==> run_1/m2.png <==
Drawn at 6 px/um.
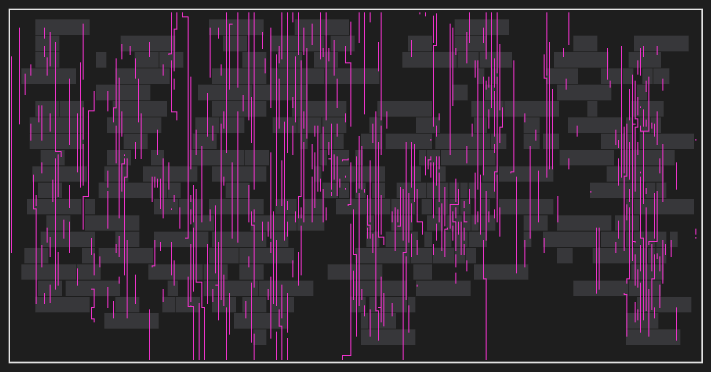
==> run_1/pinout.png <==
Drawn at 6 px/um. Pins as bars across the die edge, other pins in gray.
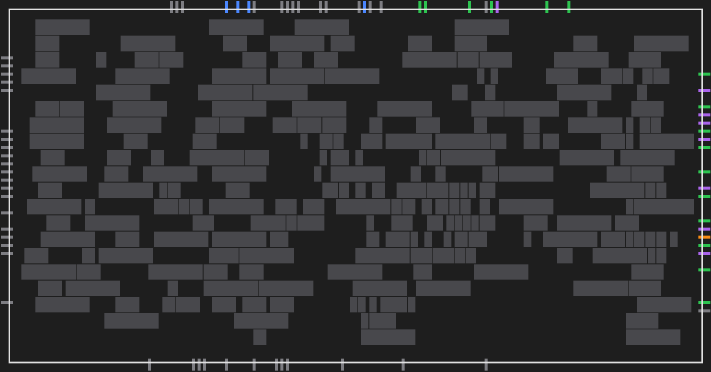
==> run_1/congestion_map.png <==
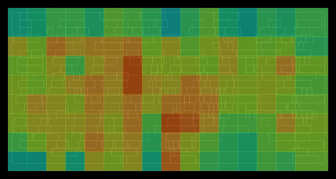
File: src/rtl/alu_ctrl_pkg.sv
// alu_ctrl_pkg: shared types and constants for the ALU command sequencer
//   state_t       - sequencer states
//   *_DEF         - default command/response bytes and timeout
//   ST_CARRY/OVR  - bit positions inside the status response byte
//   FUN_DIV       - function code of the divider
package alu_ctrl_pkg;
    typedef enum logic [3:0] {
        S_IDLE, S_A_LO, S_A_HI, S_B_LO, S_B_HI, S_FUN,
        S_EXEC, S_WAIT, S_TX_LO, S_TX_HI, S_TX_ST, S_TX_ERR
    } state_t;
    localparam int         TIMEOUT_DEF  = 4;
    localparam logic [7:0] CMD_OPER_DEF = 8'hCC;
    localparam logic [7:0] CMD_FUN_DEF  = 8'hDD;
    localparam logic [7:0] ERR_BYTE_DEF = 8'hEE;
    localparam int         ST_CARRY     = 0;
    localparam int         ST_OVR       = 1;
    localparam logic [3:0] FUN_DIV      = 4'b0011;
endpackage

File: src/rtl/alu_cmd_ctrl.sv
// alu_cmd_ctrl: byte-stream command sequencer in front of the 16-bit arithmetic unit
//   clk, RST (async, active-low)
//   RX_D/RX_D_VLD          - received command bytes
//   ALU_A/ALU_B/ALU_FUN    - held operands and function code to the unit
//   ALU_EN                 - one-cycle start pulse to the unit
//   ALU_OUT/ALU_CARRY/ALU_OUT_VLD - registered result from the unit
//   TX_D/TX_D_VLD/TX_RDY   - response bytes, valid/ready handshake
module alu_cmd_ctrl
    import alu_ctrl_pkg::*;
#(
    parameter int         TIMEOUT  = TIMEOUT_DEF,
    parameter logic [7:0] CMD_OPER = CMD_OPER_DEF,
    parameter logic [7:0] CMD_FUN  = CMD_FUN_DEF,
    parameter logic [7:0] ERR_BYTE = ERR_BYTE_DEF
) (
    input  logic        clk,
    input  logic        RST,
    input  logic [7:0]  RX_D,
    input  logic        RX_D_VLD,
    input  logic [15:0] ALU_OUT,
    input  logic        ALU_CARRY,
    input  logic        ALU_OUT_VLD,
    output logic [15:0] ALU_A,
    output logic [15:0] ALU_B,
    output logic [3:0]  ALU_FUN,
    output logic        ALU_EN,
    output logic [7:0]  TX_D,
    output logic        TX_D_VLD,
    input  logic        TX_RDY
);
    localparam int CW = $clog2(TIMEOUT + 1);

    state_t        state, nxt;
    logic [15:0]   result;
    logic          carry, ovr, hs, busy;
    logic [CW-1:0] cnt;
    logic [7:0]    status;

    assign hs   = TX_D_VLD && TX_RDY;
    assign busy = state inside {S_EXEC, S_WAIT, S_TX_LO, S_TX_HI, S_TX_ST, S_TX_ERR};

    always_ff @(posedge clk or negedge RST)
        if (!RST) state <= S_IDLE;
        else      state <= nxt;

    always_comb begin
        nxt = state;
        case (state)
            S_IDLE:   if (RX_D_VLD) nxt = RX_D == CMD_OPER ? S_A_LO : RX_D == CMD_FUN ? S_FUN : S_IDLE;
            S_A_LO:   if (RX_D_VLD) nxt = S_A_HI;
            S_A_HI:   if (RX_D_VLD) nxt = S_B_LO;
            S_B_LO:   if (RX_D_VLD) nxt = S_B_HI;
            S_B_HI:   if (RX_D_VLD) nxt = S_FUN;
            // B is already held here, so the divide-by-zero test sees the frame's operand
            S_FUN:    if (RX_D_VLD) nxt = (RX_D[7:4] != 4'h0 || (RX_D[3:0] == FUN_DIV && ALU_B == 16'h0)) ? S_TX_ERR : S_EXEC;
            S_EXEC:   nxt = S_WAIT;
            // cnt counts completed WAIT cycles; leaving on the TIMEOUT-th one gives exactly TIMEOUT cycles
            S_WAIT:   nxt = ALU_OUT_VLD ? S_TX_LO : cnt == CW'(TIMEOUT - 1) ? S_TX_ERR : S_WAIT;
            S_TX_LO:  if (hs) nxt = S_TX_HI;
            S_TX_HI:  if (hs) nxt = S_TX_ST;
            S_TX_ST:  if (hs) nxt = S_IDLE;
            S_TX_ERR: if (hs) nxt = S_IDLE;
            default:  nxt = S_IDLE;
        endcase
    end

    always_ff @(posedge clk or negedge RST)
        if (!RST) begin
            ALU_A   <= '0;
            ALU_B   <= '0;
            ALU_FUN <= '0;
            result  <= '0;
            carry   <= 1'b0;
            ovr     <= 1'b0;
            cnt     <= '0;
        end else begin
            if (RX_D_VLD)
                case (state)
                    S_A_LO:  ALU_A[7:0]  <= RX_D;
                    S_A_HI:  ALU_A[15:8] <= RX_D;
                    S_B_LO:  ALU_B[7:0]  <= RX_D;
                    S_B_HI:  ALU_B[15:8] <= RX_D;
                    S_FUN:   ALU_FUN     <= RX_D[3:0];
                    default: ;
                endcase
            cnt <= state == S_WAIT ? cnt + 1'b1 : '0;
            if (state == S_WAIT && ALU_OUT_VLD) begin
                result <= ALU_OUT;
                carry  <= ALU_CARRY;
            end
            // ending a response wins over a coincident dropped byte
            if ((state == S_TX_ST || state == S_TX_ERR) && hs) ovr <= 1'b0;
            else if (RX_D_VLD && busy)                        ovr <= 1'b1;
        end

    always_comb begin
        status           = '0;
        status[ST_OVR]   = ovr;
        status[ST_CARRY] = carry;
        ALU_EN   = state == S_EXEC;
        TX_D_VLD = state inside {S_TX_LO, S_TX_HI, S_TX_ST, S_TX_ERR};
        TX_D     = state == S_TX_LO  ? result[7:0]  :
                   state == S_TX_HI  ? result[15:8] :
                   state == S_TX_ST  ? status       :
                   state == S_TX_ERR ? ERR_BYTE     : 8'h00;
    end
endmodule

File: config.mk
export PLATFORM = sky130hd
export DESIGN_NAME = alu_cmd_ctrl
export DESIGN_NICKNAME = d
export VERILOG_FILES = /design/src/rtl/alu_ctrl_pkg.sv /design/src/rtl/alu_cmd_ctrl.sv
export SDC_FILE = /design/constraint.sdc
export NUM_CORES = 1
export LEC_CHECK = 0
export CORE_ASPECT_RATIO = 0.5
export CORE_UTILIZATION = 45
export DETAILED_ROUTE_END_ITERATION = 8
export DONT_BUFFER_PORTS = 1
export PLACE_DENSITY_LB_ADDON = 0.08
export SLEW_MARGIN = 10
export SYNTH_ARGS = -nofsm -noshare
export SYNTH_HDL_FRONTEND = slang
export SYNTH_SLANG_ARGS = --single-unit
File: constraint.sdc
create_clock -name clk -period 3 [get_ports clk]
set_clock_uncertainty 0.15 [all_clocks]
set_input_delay 0.6 -clock clk [delete_from_list [all_inputs] [get_ports clk]]
set_output_delay 0.6 -clock clk [all_outputs]
set_load 0.02 [all_outputs]
==> Changelog: implementation, run 1 <==
## Flow update

* Status: finished, violations left
* Failing checks: hold timing
* Final Total Pwr at 3.64 mW
* Post-synthesis sequential area ratio at 52.9%
* Setup violators final at 0
* MI comb area at 1250 um2
* GR met2 Demand/Resource at 29.9%
* Fin. Hold Viols at 9
* # fillers at 544
* Reg-to-reg setup timing slack at 0.78 ns
* Biggest regs: ALU_A (16), ALU_B (16), result (16)
* Pin count of the biggest net entering global routing at 62
* Top pwr grp: sequential cells
* Via-to-Cell Ratio at 5.50
* Worst slew margin at 60.1%
* CTS tree: done
* Max-cap violations at 0
* Worst setup startpoint: state[2]
* Most frequent cell after synthesis: dfrtp_1
* DRT Pass-1 Iters at 4
* Pwr Density at 1120 nW/um2
* Synth Warn # at 0
* Clock share of power at 25.8%
* Finished Cell Area at 3250 um2
* HP Class: in -> async
* Die height at 58.6 um
* FMAX at 396 MHz
* P_comb at 0.915 mW
* Post-cts repair resize count at 0
* Die x size at 115 um
* CP max FO at 11
* RePlAce Congestion at 0.776
* Synth Instances at 228
* Synth mux share at 23.4%
* Final hold slack at -0.0139 ns
* Post-synthesis average cell area at 12.7 um2
* Synth area leader: dfrtp_1
* RSZ-0062 raised after global routing: false
* Grt total ovfl at 0
* DP Wirelength at 4140 um
* Most frequent logic cell in the layout: dfrtp_1
* Simple share at 11.2%
About m2.png:
longest straight run: 36.9 um
main direction: vertical
nets with wire on the layer: 227
share of all routed wire: 45%

About pinout.png:
| port | color | pins | direction | edge |
|---|---|---|---|---|
| TX_D_VLD | orange | 1 | output | right |
| ALU_OUT | green | 16 | input | 10 right, 6 top |
| TX_D | purple | 8 | output | 7 right, 1 top |
| ALU_FUN | blue | 4 | output | top |

About congestion_map.png:
Layout Utilization: 53.0%
grt peak-use layer: met2
routed len/inst: 18.6 um
met3 GRT Util: 9.99%
met1 Use GR: 23.9%

run 1: worst max-delay path, stage by stage, from the launching register on:
cell and delay, ns:
dfrtp_1 0.55, nor2b_1 0.55, and2_1 0.34
run 1: worst min-delay path by stage:
| stage | start | end | cells past startpoint |
|---|---|---|---|
| 3_3_place_gp | RST | result[7] | 0 |
| 6_report | RST | result[14] | 1 |
| 2_1_floorplan | RST | ALU_A[0] | 0 |
| 4_1_cts | RST | result[14] | 1 |
| 3_5_place_dp | RST | result[7] | 0 |
| 5_1_grt | RST | result[14] | 1 |
run 1: cell type report:
class,instances,share of cell area [%]
Inverter,6,0.694
Timing Repair Buffer,5,1.77
Clock inverter,6,1.19
Multi-Input combinational cell,148,38.6
Tap cell,88,3.39
Clock buffer,10,7.36
Sequential cell,61,47.0
==> run_1/m3.png <==
Drawn at 6 px/um.
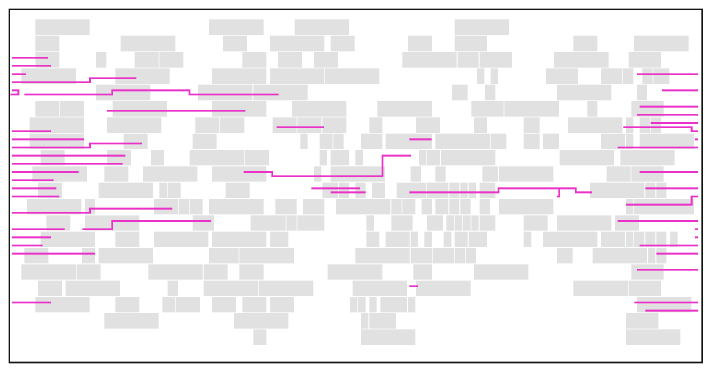

==> run 2, diff against run 1 <==
==> constraint.sdc (replaced) <==
create_clock -name clk -period 2.5 [get_ports clk]
set_clock_uncertainty 0.15 [all_clocks]
set_input_delay 0.5 -clock clk [delete_from_list [all_inputs] [get_ports clk]]
set_output_delay 0.5 -clock clk [all_outputs]
set_load 0.02 [all_outputs]
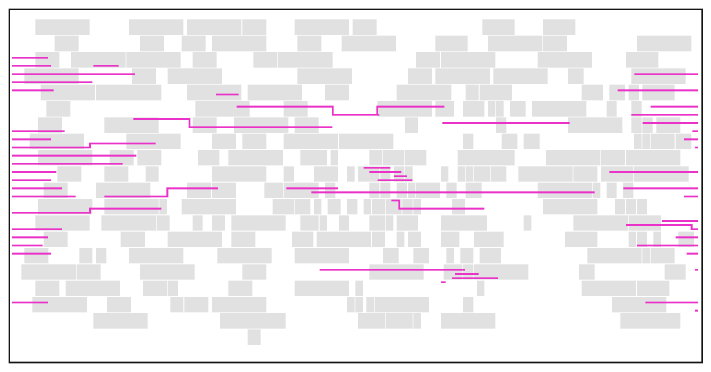
(run_2/m3.png)
Drawn at 6 px/um.
main direction: horizontal
nets with wire on the layer: 49
share of all routed wire: 9.7%
wire length on this layer: 585 um

==> Changelog: implementation, run 2 <==
## Flow update

* Status: finished, final reports clean (was finished, violations left)
* Post-synthesis average cell area at 12.7 um2 (unchanged)
* Max-cap violations at 0 (unchanged)
* HP Class: in -> reg (was in -> async)
* Biggest regs: ALU_A (16), ALU_B (16), result (16) (unchanged)
* Simple share at 11.2% (unchanged)
* Crit path cell chain: and2b_1 -> a211oi_1 -> buf_4 (was nor2b_1 -> and2_1)
* Layout Utilization at 54.4% (was 53.0%)
* Pin count of the biggest net entering global routing at 62 (unchanged)
* Grt peak-use layer: met2 (unchanged)
* Synth area leader: dfrtp_1 (unchanged)
* Hold Startpoint: TX_RDY
* Met3 GRT Util at 9.37% (was 9.99%)
* Met1 Use GR at 24.4% (was 23.9%)
* DP Wirelength at 4160 um (was 4140 um)
* Synth Warn # at 0 (unchanged)
* FMAX at 445 MHz
* Grt total ovfl at 0 (unchanged)
* DRT Pass-1 Iters at 4 (unchanged)
* Via-to-Cell Ratio at 5.64 (was 5.50)
* Post-cts repair resize count at 0 (unchanged)
* Worst hold endpoint: state[3]
* Final Total Pwr at 4.62 mW (was 3.64 mW)
* Setup violators final at 0 (unchanged)
* Synth mux share at 23.4% (unchanged)
* Clock share of power at 28.9% (was 25.8%)
* Finished Cell Area at 3330 um2 (was 3250 um2)
* Stages on the worst setup path at 3 (was 2)
* Final hold slack at 0.136 ns (was -0.0139 ns)
* GR met2 Demand/Resource at 28.7% (was 29.9%)
* Synth Instances at 228 (unchanged)
* CP max-delay cell: dfrtp_1 (unchanged)
* Sum of buffers and inverters on the critical path at 1 (was 0)
* CTS tree: done (unchanged)
* Routed len/inst at 18.3 um (was 18.6 um)
* Worst slew margin at 67.8% (was 60.1%)
* Post-synthesis sequential area ratio at 52.9% (unchanged)
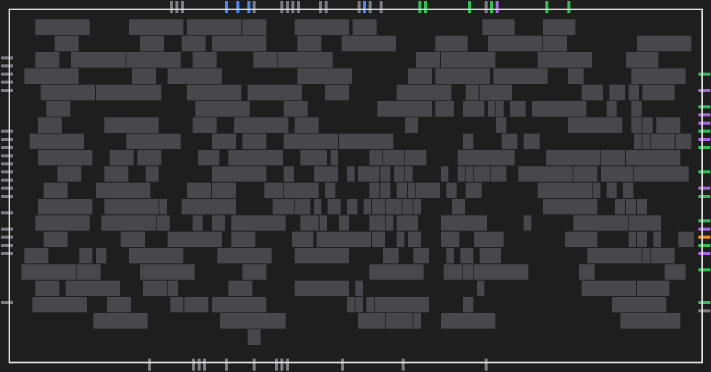
(run_2/pinout.png)
Drawn at 6 px/um. Pins as bars across the die edge, other pins in gray.
die x size: 115 um
count of input and output buffers: 0
die height: 58.6 um

## run 2: netlist changes by cell type in the layout (fill, tap and decap cells not counted), sizes merged
cell,before,now
clkinv,4,1
inv,6,8
bufinv,0,2
dlygate4sd3,0,1
buf,5,9
clkbuf,10,9
## run 2: final cells by class
class	instances	area, um2
Fill cell	547	2800
Clock buffer	9	225
Clock inverter	7	97.6
Tap cell	88	110
Multi-Input combinational cell	148	1250
Inverter	6	22.5
Sequential cell	61	1530
Timing Repair Buffer	10	97.6
## run 2: power groups by stage
stage,Combinational [mW],Clock [mW],Sequential (mW)
2_1_floorplan,1.05,0,1.98
3_3_place_gp,1.12,0,2.12
3_5_place_dp,1.15,0,2.13
4_1_cts,1.18,1.36,2.12
5_1_grt,1.29,1.41,2.17
6_report,1.17,1.33,2.11
==> run 3, diff against run 2 <==
--- a/config.mk
+++ b/config.mk
@@ -6,10 +6,12 @@
 export NUM_CORES = 1
 export LEC_CHECK = 0
 export CORE_ASPECT_RATIO = 0.5
+export CORE_MARGIN = 4
 export CORE_UTILIZATION = 45
 export DETAILED_ROUTE_END_ITERATION = 8
 export DONT_BUFFER_PORTS = 1
 export PLACE_DENSITY_LB_ADDON = 0.08
+export RECOVER_POWER = 25
 export SLEW_MARGIN = 10
 export SYNTH_ARGS = -nofsm -noshare
 export SYNTH_HDL_FRONTEND = slang
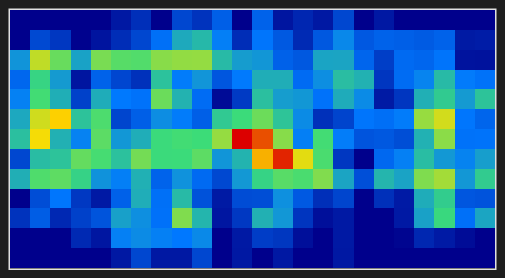
(run_3/route_heat.png)
Drawn at 4 px/um. The die is cut into 24 by 13 equal tiles; dark blue is low, red is high, scaled to the fullest tile. Values are wire area over tile area, all layers added.
tiles over half the peak: 13%
densest ninth of the die: middle
nearly empty tiles: 14%
mean over tiles: 0.14
emptiest ninth of the die: bottom right

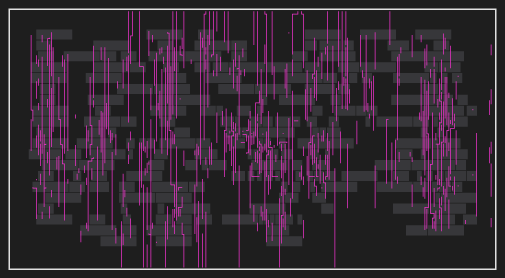
(run_3/m2.png)
Drawn at 4 px/um.
main direction: vertical
wire length on this layer: 2900 um

==> Changelog: implementation, run 3 <==
## Flow update

* Fraction of area in non-clock buffers at 3.35% (was 2.93%)
* DRT Pass-1 Iters at 4 (unchanged)
* Synth mux share at 23.4% (unchanged)
* Register area at 1530 um2 (about the same)
* Seq/total area at 45.4% (was 45.8%)
* Most frequent cell after synthesis: dfrtp_1 (unchanged)
* Max-cap violations at 0 (unchanged)
* Fin. Hold Viols at 0 (unchanged)
* Status: finished, final reports clean (unchanged)
* Clock-cell share at 9.98% (was 9.68%)
* Synth Instances at 228 (unchanged)
* MI comb area at 1250 um2 (unchanged)
* Repair and plain buffers at 15 (was 10)
* Simple share at 11.2% (unchanged)
* GR met2 Demand/Resource at 26.3% (was 28.7%)
* Final hold slack at 0.131 ns (was 0.136 ns)
* # fillers at 533 (was 547)
* Finished Cell Area at 3360 um2 (was 3330 um2)
* Met1 Use GR at 22.6% (was 24.4%)
* Clock buffers at 11 (was 9)
* Worst setup startpoint: state[1] (unchanged)
* Dominant class by area: registers (unchanged)
* Post-synthesis average cell area at 12.7 um2 (unchanged)
* MI comb cells at 148 (unchanged)
* FFs & Latches at 61 (unchanged)
* RePlAce Congestion at 0.811 (was 0.782)
* Grt total ovfl at 0 (unchanged)
* Final Total Pwr at 4.66 mW (was 4.62 mW)
* Signal inverters at 6 (unchanged)
* P_comb at 1.17 mW (about the same)
* FMAX at 433 MHz (was 445 MHz)
* Hold Startpoint: TX_RDY (unchanged)
* DP Wirelength at 4420 um (was 4160 um)
* CP max FO at 12 (was 11)
* Layout Utilization at 54.8% (was 54.4%)
* Setup violators final at 0 (unchanged)
* Post-cts repair resize count at 0 (unchanged)
* CTS tree: done (unchanged)
* Biggest regs: ALU_A (16), ALU_B (16), result (16) (unchanged)
* Pwr Density at 1390 nW/um2 (was 1380 nW/um2)
* Grt peak-use layer: met2 (unchanged)
[run 3: logic make-up after synthesis]
logic type | after synthesis
AND/OR/NAND/NOR | 53
flip-flops | 61
buffers and inverters | 19
AND-OR/OR-AND | 35
XOR/XNOR | 1
multiplexers | 57
adder cells (fa/ha/maj) | 2
[run 3: path summary, 6_finish.rpt]
kind | end | slack, ns | cells after the start
max in group asynchronous | result[1] | 0.46 | 2
worst max-delay path | TX_D[1] | 0.19 | 3
worst min-delay path | state[3] | 0.13 | 1
worst max register to register | ALU_FUN[3] | 0.43 | 6
min in group asynchronous | result[11] | 0.91 | 2
worst min register to register | cnt[0] | 0.29 | 1
[run 3: worst max-delay path: stages, from the launching register on]
cell      delay, ns
dfrtp_1        0.53
and2b_1        0.30
a211oi_1       0.30
buf_4          0.19
No activity file was given, so power comes from the tool's default toggle rates.
